**Run 1: cell classes on the final placement**

Fill, decap, tap and diode cells in grey.
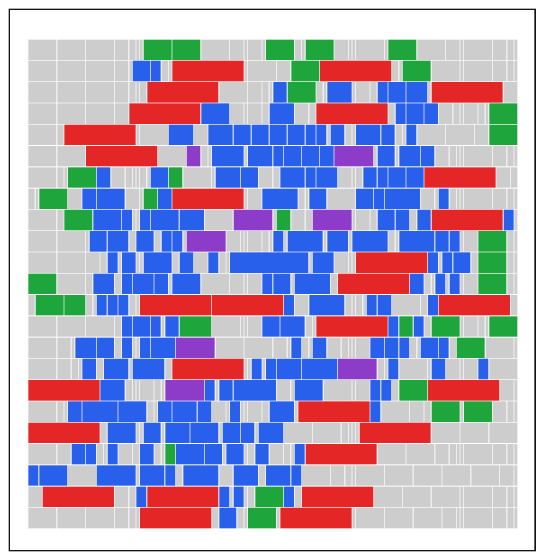
**Run 1: PDN straps and rails**

The bar under the picture is 20 microns long. Pins as bars on the die edge. Tap cells in grey.
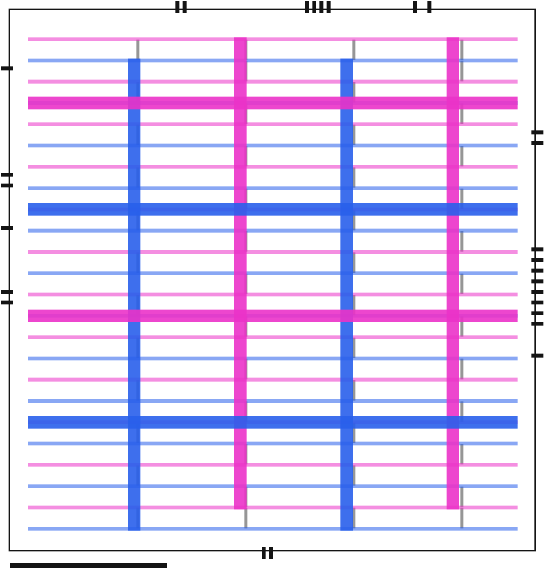
**Run 1: wire density map**

13 x 14 tiles, from dark blue (low) to red (high), scaled to the fullest tile. Values are wire area over tile area, all layers added.
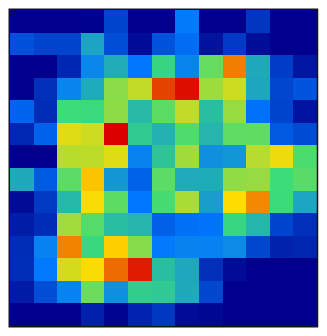
**Run 1: port wiring**

The bar under the picture is 20 microns long.
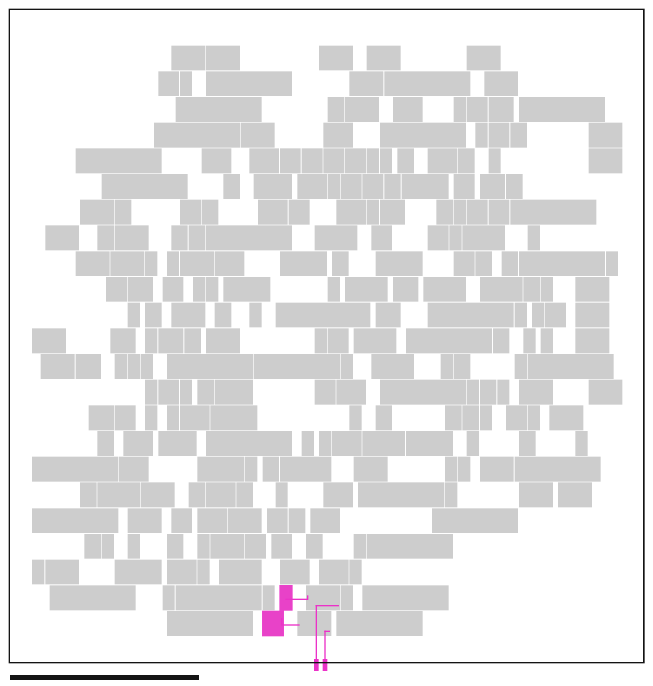
==> config.mk <==
export PLATFORM = sky130hd
export DESIGN_NAME = tile_scheduler
export DESIGN_NICKNAME = d
export VERILOG_FILES = /design/src/rtl/sched_pkg.sv /design/src/rtl/phase_counter.sv /design/src/rtl/tile_scheduler.sv
export SDC_FILE = /design/constraint.sdc
export NUM_CORES = 1
export LEC_CHECK = 0
export CORE_AREA = 2 2 65 67
export CTS_CLUSTER_DIAMETER = 150
export DETAILED_ROUTE_END_ITERATION = 6
export DIE_AREA = 0 0 67 69
export GPL_TIMING_DRIVEN = 0
export PLACE_DENSITY = 0.75
export SYNTH_ARGS = -nofsm -noshare
export SYNTH_HDL_FRONTEND = slang
export SYNTH_HIERARCHICAL = 1
export SYNTH_SLANG_ARGS = --single-unit
==> constraint.sdc <==
create_clock -name clk -period 13.48 [get_ports clk]
set_input_delay 2.696 -clock clk [delete_from_list [all_inputs] [get_ports clk]]
set_output_delay 2.696 -clock clk [all_outputs]
set_load 0.01 [all_outputs]
==> results.cfg, run 1 <==
; synthesis and place-and-route metrics
[outcome]
status = complete, no violations

[cells_and_area]
final_common_cell = dfrtp_1
nFillCells = 359
nNonClkBuffers = 33
drive_gt1_frac = 0.108
seq_area_sq_um = 726
final_cell_area_sq_mm = 0.00234

[global_routing]
grt_util_met3 = 0.0506
grt_pass1_wl_mm = 6.73

[logic_synthesis]
synth.cellmix.xorXnorShare = 0.0506
ff_type = dfrtp_1
yosys_area_sq_mm = 0.00191
netlist.area_leader.share = 0.381
ys_top_logic_family = simple AND/OR/NAND/NOR gates
aoi_share = 0.181
synth_warnings = 6

[drt]
wl_met2_mm = 1.86
vias_per_cell = 5.49
wl_met1_mm = 1.95
drc = 0
first_pass_iters = 4

[setup_path]
r2r_slack_ps = 8470
cpMostUsedCell = clkdlybuf4s50_1
crit_required_ps = 10780
cp.depth = 5
critPathArrivalTime_ps = 4660
start_kind = primary input
critPathKind = in2out

[run]
cap_violations = 0
warnings = 26

[sta]
rsz0062_at_grt = no
period_used_share = 0.545
tightest_slew_ps = 754
fmax_mhz = 136

[cts]
clock.latency.late_pin_ps = 270
htree_num_levels = 2

[power_and_ir_drop]
pg_clk_uw = 78.6
p_sw_frac = 0.386
clkPwrFrac = 0.191
top_power_group = combinational logic
p_leak_uw = 0.00109
seq-power_uw = 157

[min_path]
worstHoldPathCells = 2
About 'cell classes on the final placement':
class	colour	cells
other buffers and delay cells	green	33
clock drivers and dummy loads	purple	8
flip-flops	red	29
all other logic	blue	179
Core Area: 0.00391 sq mm
end-of-flow core utilization: 0.598

About 'PDN straps and rails':
net	colour
VDD	magenta
VSS	blue
met1 rails	24
rows	23
met4 straps	4
die height: 69 microns
die width: 67 microns
Max IR drop VDD: 0.0844 mV

About 'wire density map':
fullest tile	0.43
tiles over half the peak	26%
mean over tiles	0.14
vias: 1641
GR Util All Layers: 0.185

About 'port wiring':
port	colour	bits	direction	edge	end cells	wire
load_weight	magenta	2	output	bottom	2	16.4 microns
num ports: 27
number of I/O port buffers: 26

--- run 2 (diff from run 1) ---
Clock period 13.48 ns to 7.6 ns, I/O delays scaled along.
==> results.cfg, run 2 <==
; synthesis and place-and-route metrics
[cells_and_area]
drive_gt1_frac = 0.108
final_cell_area_sq_mm = 0.00234

[global_routing]
grt_usage = 0.185
grt_pass1_wl_mm = 6.73

[drt]
first_pass_iters = 4
wl_met1_mm = 1.95
wl_met2_mm = 1.86
vias_per_cell = 5.49

[logic_synthesis]
ys_top_logic_family = simple AND/OR/NAND/NOR gates
yosys_area_sq_mm = 0.00191

[cts]
clock.latency.late_pin_ps = 270
htree_num_levels = 2

[outcome]
status = complete, no violations

[power_and_ir_drop]
p_leak_uw = 0.00109
pg_clk_uw = 139

[setup_path]
cp.depth = 19
cpMostUsedCell = ha_1

[sta]
fmax_mhz = 199
rsz0062_at_grt = no

[floorplanning]
coreArea_sq_mm = 0.00391

[run]
cap_violations = 0
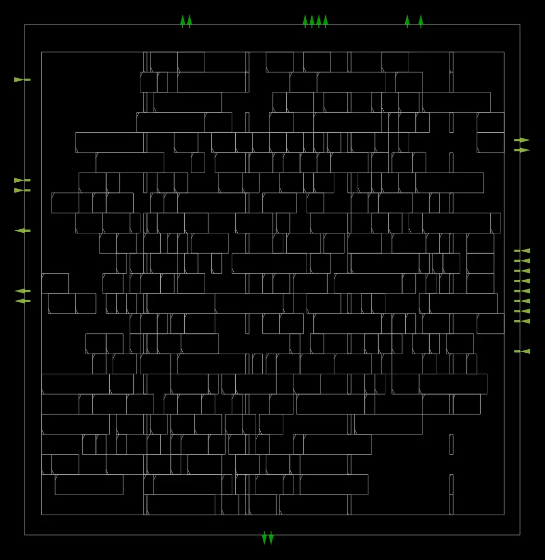
**Above:** run 2 (placement view).
sequential share of cell area: 0.310
Flops: 29
Final Instance Count excl. Fillers: 299
fillers: 359
number of core rows: 23

Power and IR drop assume default switching activity.
